run_1/met3.png
Scale: 2 px per um. Cells faint in the background.
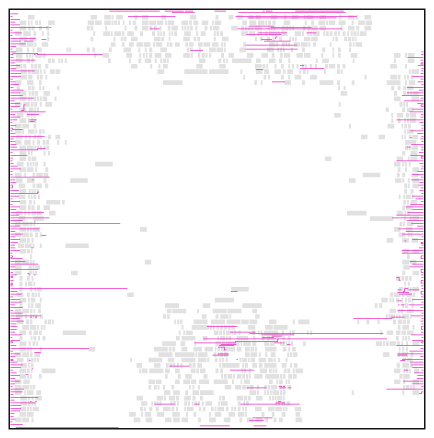
run_1/zoom.png
Window x 130 to 180, y 132 to 182 um. Cells in gray, sequential cells in the stronger gray; small squares are vias.
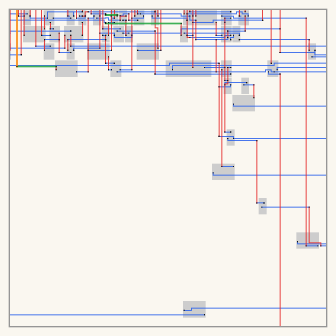
run_1/final_clocks.png
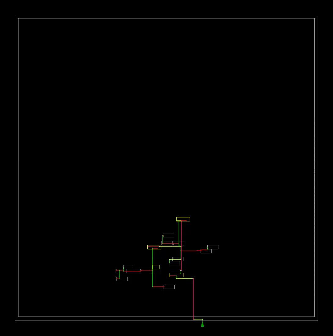
run_1/pins.png
Scale: 2 px per um. Pins as bars across the die edge, other pins in gray.
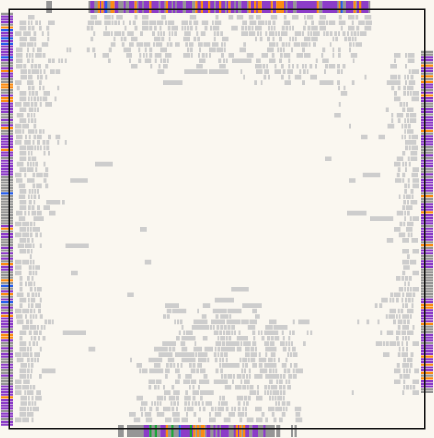
**src/rtl/ram_port_arbiter_if.sv**
```systemverilog
// Requester-side bundle for the shared RAM port arbiter.
// Per-requester fields are flattened, requester i in slice i.
interface ram_port_arbiter_if #(
    parameter int num_req        = 4,
    parameter int address_length = 10,
    parameter int word_length    = 64
);
    logic [num_req-1:0]                req;
    logic [num_req-1:0]                wren;
    logic [num_req-1:0]                lock;
    logic [num_req*address_length-1:0] address;
    logic [num_req*word_length-1:0]    wdata;
    logic [num_req-1:0]                gnt;
    logic [num_req-1:0]                rsp_valid;
    logic [word_length-1:0]            rdata;

    modport master (
        output req, wren, lock, address, wdata,
        input  gnt, rsp_valid, rdata
    );

    modport slave (
        input  req, wren, lock, address, wdata,
        output gnt, rsp_valid, rdata
    );
endinterface

```
**src/rtl/ram_port_arbiter.sv**
```systemverilog
// Round-robin arbiter with bounded lock sharing one RAM port
// among num_req requesters; routes the 1-cycle RAM output back.
module ram_port_arbiter #(
    parameter int num_req        = 4,
    parameter int address_length = 10,
    parameter int word_length    = 64,
    parameter int max_lock       = 4
) (
    input  logic                      clk_i,
    input  logic                      reset_i,
    ram_port_arbiter_if.slave         bus,
    output logic [address_length-1:0] ram_address_o,
    output logic [word_length-1:0]    ram_data_o,
    output logic                      ram_wren_o,
    input  logic [word_length-1:0]    ram_q_i
);

    localparam int PW = (num_req > 1) ? $clog2(num_req) : 1;
    localparam int CW = $clog2(max_lock + 1);

    localparam logic [0:0] ARB    = 1'b0;
    localparam logic [0:0] LOCKED = 1'b1;

    logic [0:0]         state_q, state_d;
    logic [PW-1:0]      ptr_q, ptr_d;
    logic [PW-1:0]      owner_q, owner_d;
    logic [CW-1:0]      cnt_q, cnt_d;
    logic [num_req-1:0] rsp_q;

    logic [num_req-1:0] gnt;
    logic [PW-1:0]      rr_idx;
    logic [PW-1:0]      sel;
    logic               found;
    logic               take_lock;

    function automatic logic [PW-1:0] wrap_add(
        input logic [PW-1:0] base,
        input int            k
    );
        int s;
        s = int'(base) + k;
        if (s >= num_req)
            s = s - num_req;
        return PW'(s);
    endfunction

    // First requester at or after ptr, wrapping.
    always_comb begin
        found  = 1'b0;
        rr_idx = ptr_q;
        for (int k = 0; k < num_req; k++) begin
            if (!found && bus.req[wrap_add(ptr_q, k)]) begin
                found  = 1'b1;
                rr_idx = wrap_add(ptr_q, k);
            end
        end
    end

    assign take_lock = (state_q == LOCKED)
                     && bus.req[owner_q]
                     && (cnt_q < CW'(max_lock));

    always_comb begin
        gnt     = '0;
        sel     = '0;
        ptr_d   = ptr_q;
        state_d = state_q;
        owner_d = owner_q;
        cnt_d   = cnt_q;
        if (!reset_i) begin
            unique case (1'b1)
                take_lock: begin
                    sel          = owner_q;
                    gnt[owner_q] = 1'b1;
                    cnt_d        = cnt_q + CW'(1);
                    state_d      = bus.lock[owner_q] ? LOCKED : ARB;
                end
                (found && !take_lock): begin
                    sel         = rr_idx;
                    gnt[rr_idx] = 1'b1;
                    ptr_d       = wrap_add(rr_idx, 1);
                    if (bus.lock[rr_idx]) begin
                        state_d = LOCKED;
                        owner_d = rr_idx;
                        cnt_d   = CW'(1);
                    end else begin
                        state_d = ARB;
                    end
                end
                default: begin
                    state_d = ARB;
                end
            endcase
        end
    end

    // sel falls back to requester 0 when idle, keeping address/data defined.
    assign ram_address_o = bus.address[int'(sel)*address_length +: address_length];
    assign ram_data_o    = bus.wdata[int'(sel)*word_length +: word_length];
    assign ram_wren_o    = (|gnt) & bus.wren[sel];

    always_ff @(posedge clk_i) begin
        if (reset_i) begin
            state_q <= ARB;
            ptr_q   <= '0;
            owner_q <= '0;
            cnt_q   <= '0;
            rsp_q   <= '0;
        end else begin
            state_q <= state_d;
            ptr_q   <= ptr_d;
            owner_q <= owner_d;
            cnt_q   <= cnt_d;
            rsp_q   <= gnt;
        end
    end

    assign bus.gnt       = gnt;
    assign bus.rsp_valid = rsp_q;
    assign bus.rdata     = ram_q_i;

endmodule

```
**src/flat_wrapper.sv**
```systemverilog
// flat-port wrapper written by rule: the top's interface ports become plain ports
module ram_port_arbiter_flat 
#(
    parameter int num_req        = 4,
    parameter int address_length = 10,
    parameter int word_length    = 64,
    parameter int max_lock       = 4
)
  (clk_i, reset_i, ram_address_o, ram_data_o, ram_wren_o, ram_q_i, bus_req, bus_wren, bus_lock, bus_address, bus_wdata, bus_gnt, bus_rsp_valid, bus_rdata);
  ram_port_arbiter_if #(.num_req(num_req), .address_length(address_length), .word_length(word_length)) bus_i ();
  input  logic clk_i;
  input  logic reset_i;
  output logic [address_length-1:0] ram_address_o;
  output logic [word_length-1:0] ram_data_o;
  output logic ram_wren_o;
  input  logic [word_length-1:0] ram_q_i;
  input wire logic [$bits(bus_i.req)-1:0] bus_req;
  input wire logic [$bits(bus_i.wren)-1:0] bus_wren;
  input wire logic [$bits(bus_i.lock)-1:0] bus_lock;
  input wire logic [$bits(bus_i.address)-1:0] bus_address;
  input wire logic [$bits(bus_i.wdata)-1:0] bus_wdata;
  output wire logic [$bits(bus_i.gnt)-1:0] bus_gnt;
  output wire logic [$bits(bus_i.rsp_valid)-1:0] bus_rsp_valid;
  output wire logic [$bits(bus_i.rdata)-1:0] bus_rdata;
  assign bus_i.req = bus_req;
  assign bus_i.wren = bus_wren;
  assign bus_i.lock = bus_lock;
  assign bus_i.address = bus_address;
  assign bus_i.wdata = bus_wdata;
  assign bus_gnt = bus_i.gnt;
  assign bus_rsp_valid = bus_i.rsp_valid;
  assign bus_rdata = bus_i.rdata;
  ram_port_arbiter #(.num_req(num_req), .address_length(address_length), .word_length(word_length), .max_lock(max_lock)) u_core (.clk_i(clk_i), .reset_i(reset_i), .bus(bus_i), .ram_address_o(ram_address_o), .ram_data_o(ram_data_o), .ram_wren_o(ram_wren_o), .ram_q_i(ram_q_i));
endmodule
```
**config.mk**
```make
export PLATFORM = sky130hd
export DESIGN_NAME = ram_port_arbiter_flat
export DESIGN_NICKNAME = d
export VERILOG_FILES = /design/src/rtl/ram_port_arbiter_if.sv /design/src/rtl/ram_port_arbiter.sv /design/src/flat_wrapper.sv
export SDC_FILE = /design/constraint.sdc
export NUM_CORES = 1
export LEC_CHECK = 0
export ABC_AREA = 1
export CAP_MARGIN = 0
export CORE_AREA = 2 2 205 207
export DETAILED_ROUTE_END_ITERATION = 8
export DIE_AREA = 0 0 207 209
export SYNTH_ARGS = -nofsm -noshare
export SYNTH_HDL_FRONTEND = slang
export SYNTH_SLANG_ARGS = --single-unit
```
**constraint.sdc**
```tcl
create_clock -name clk_i -period 3.81 [get_ports clk_i]
set_clock_uncertainty 0.1 [all_clocks]
set_input_delay 0.762 -clock clk_i [delete_from_list [all_inputs] [get_ports clk_i]]
set_output_delay 0.762 -clock clk_i [all_outputs]
set_load 0.02 [all_outputs]
```
==> impl_report.txt, run 1 <==
PHYSICAL IMPLEMENTATION REPORT
----------------------------------------------------
[Power and ir drop]
  Combinational Power Share ........................ 0.948
  Highest ir drop seen on vdd ........................ 0.440 mV
  Portion of total power attributed to sequential cells ........................ 0.025
  Cell area power density ........................ 870 mW/mm^2

[Place]
  Post-Place Cells ........................ 1767
  HPWL after detailed placement ........................ 20.8 mm

[Min path]
  Worst Hold Endpoint ........................ u_core.cnt_q[1]$_SDFFE_PP0P_

[Detailed routing]
  Residual DRC count ........................ 0

[Final layout]
  Non-clock buffer area fraction after layout ........................ 0.511
  Core Util, Final ........................ 0.223

[Synthesis]
  Top cell type by total area after synthesis ........................ sky130_fd_sc_hd__nand2_1
  Library cell with the highest instance count after synthesis ........................ sky130_fd_sc_hd__nand2_1

[Clock tree]
  CTS tree ........................ yes

[Run]
  Total number of warnings across the stage logs ........................ 31

[Worst setup path]
  Critical path class ........................ in2out
  Worst R2R Path Depth ........................ 17
  Beginning of the worst register-to-register path ........................ u_core.ptr_q[0]$_SDFFE_PP0N_
  Slack of the worst reg-to-reg path ........................ 1.49 ns

[Global routing]
  GRT Util Overall ........................ 0.112
  Met1 track demand over resource in global routing ........................ 0.122

[Outcome]
  Outcome ........................ completed

[Floorplanning]
  Core Footprint ........................ 0.0413 mm^2

[STA]
  Number of failing setup endpoints in the final timing report ........................ 0

----------------------------------------------------
Notes on met3.png above:
The layer carries 2430 um of wire. The longest straight run is 66.7 um. 317 nets have wire on it. The layer holds 9.0% of the routed length.

Notes on zoom.png above:
Key: met2 = red; met4 = orange; met3 = green; met1 = blue
40 logic cells have their middle in the window. Most frequent: nand2_1 (15), clkdlybuf4s50_1 (9), nand3_1 (6). Sequential cells in the window: 0.

Notes on final_clocks.png above:
Worst-Skew Late Latency: 0.25 ns
power drawn by the clock network: 0.223 mW
number of buffers added by the clock tree synthesis step: 3
total of clock buffers placed in the layout: 4

Notes on pins.png above:
Key: bus_rsp_valid = green [pins 4, direction output, edge south]; ram_address_o = blue [pins 10, direction output, edge 7 west, 2 north, 1 south]; ram_data_o = orange [pins 64, direction output, edge 25 north, 16 west, 15 east, 8 south]; bus_wdata = purple [pins 256, direction input, edge 90 north, 70 west, 68 east, 28 south]

run_1/met4.png
Scale: 2 px per um. Supply wires on this layer in gray. Cells faint in the background.
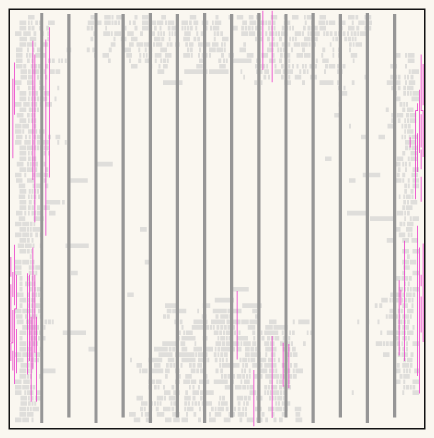

==> run 2, diff against run 1 <==
- PLACE_DENSITY: unset -> 0.43
run_2/met4.png
Scale: 2 px per um. Supply wires on this layer in gray. Cells faint in the background.
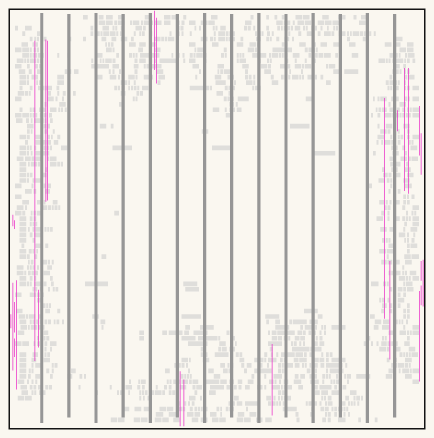
The longest straight run is 160 um. The layer holds 4.0% of the routed length. 27 nets have wire on it. The layer carries 1060 um of wire. The wires run mostly vertical.

==> run 2 against run 1 <==
Utilization is 0.051 points higher. First-iteration DRC count grew 28%. Final cell count up 0.61%. Total power shrank 1.2%. Register-to-register slack worse by 0.04 ns. Clock power about the same. Sequential cell count is the same. Largest power group unchanged. Die area stayed put. Global-route usage rose by 0.33 points. Critical path type unchanged.
==> impl_report.txt, run 2 <==
PHYSICAL IMPLEMENTATION REPORT
----------------------------------------------------
[Worst setup path]
  Crit path DAT ........................ 2.79 ns
  Cell family with the largest share of critical-path delay ........................ buffers and inverters
  Worst R2R Path Depth ........................ 14 (-3)
  RR Endpoint ........................ u_core.owner_q[0]$_SDFFE_PP0N_
  Slack of the worst reg-to-reg path ........................ 1.45 ns (-0.04 ns)
  Beginning of the worst register-to-register path ........................ u_core.ptr_q[1]$_SDFFE_PP0N_
  Critical path's largest stage delay ........................ 0.31 ns
  Element type at the critical path start ........................ input port
  Category of the worst setup path capture point ........................ primary output
  Startpoint of the worst setup timing path ........................ bus_req[0]

[Synthesis]
  Library cell with the highest instance count after synthesis ........................ sky130_fd_sc_hd__nand2_1
  Share of flip-flops with an asynchronous set or reset ........................ 0
  Top cell type by total area after synthesis ........................ sky130_fd_sc_hd__nand2_1
  Yosys warning tally ........................ 0

[Final layout]
  Core Util, Final ........................ 0.224 (+0.000515)
  Clk tree area frac ........................ 0.00961
  Non-clock buffer area fraction after layout ........................ 0.513 (+0.00207)
  Total of clock buffers placed in the layout ........................ 4 (unchanged)

[Clock tree]
  Number of buffers added by the clock tree synthesis step ........................ 3 (unchanged)
  Root Buffer Master ........................ sky130_fd_sc_hd__clkbuf_16
  CTS tree ........................ yes
  Clk sink count ........................ 12

[Global routing]
  Met1 track demand over resource in global routing ........................ 0.133 (+0.0110)
  GRT Util Overall ........................ 0.115 (+0.00329)
  Total congestion overflow after global routing ........................ 0

[Min path]
  Startpoint of the tightest hold check path ........................ u_core.cnt_q[1]$_SDFFE_PP0P_
  Worst Hold Endpoint ........................ u_core.cnt_q[1]$_SDFFE_PP0P_

[Power and ir drop]
  Sum of internal, switching and leakage power ........................ 7.93 mW
  Cell area power density ........................ 858 mW/mm^2 (-1.4%)
  Combinational Power Share ........................ 0.947 (about the same)
  Portion of total power attributed to sequential cells ........................ 0.025 (about the same)
  Highest ir drop seen on vdd ........................ 0.499 mV (+14%)
  Power drawn by the clock network ........................ 0.224 mW (about the same)
  Switching component of the power ........................ 4.41 mW

[Detailed routing]
  Via count normalized by instance count ........................ 3.81
  Residual DRC count ........................ 0 (unchanged)

[Place]
  Post-Place Cells ........................ 1780 (+0.74%)
  HPWL after detailed placement ........................ 20.3 mm (-2.4%)
  Number of buffers added on ports ........................ 392

[Outcome]
  Outcome ........................ completed

[Floorplanning]
  Number of top-level pins ........................ 521
  Core Footprint ........................ 0.0413 mm^2 (unchanged)
  Number of well taps ........................ 539

[STA]
  Number of failing setup endpoints in the final timing report ........................ 0 (unchanged)

----------------------------------------------------
Power figures rest on the tool's default switching activity, not on a simulated workload.
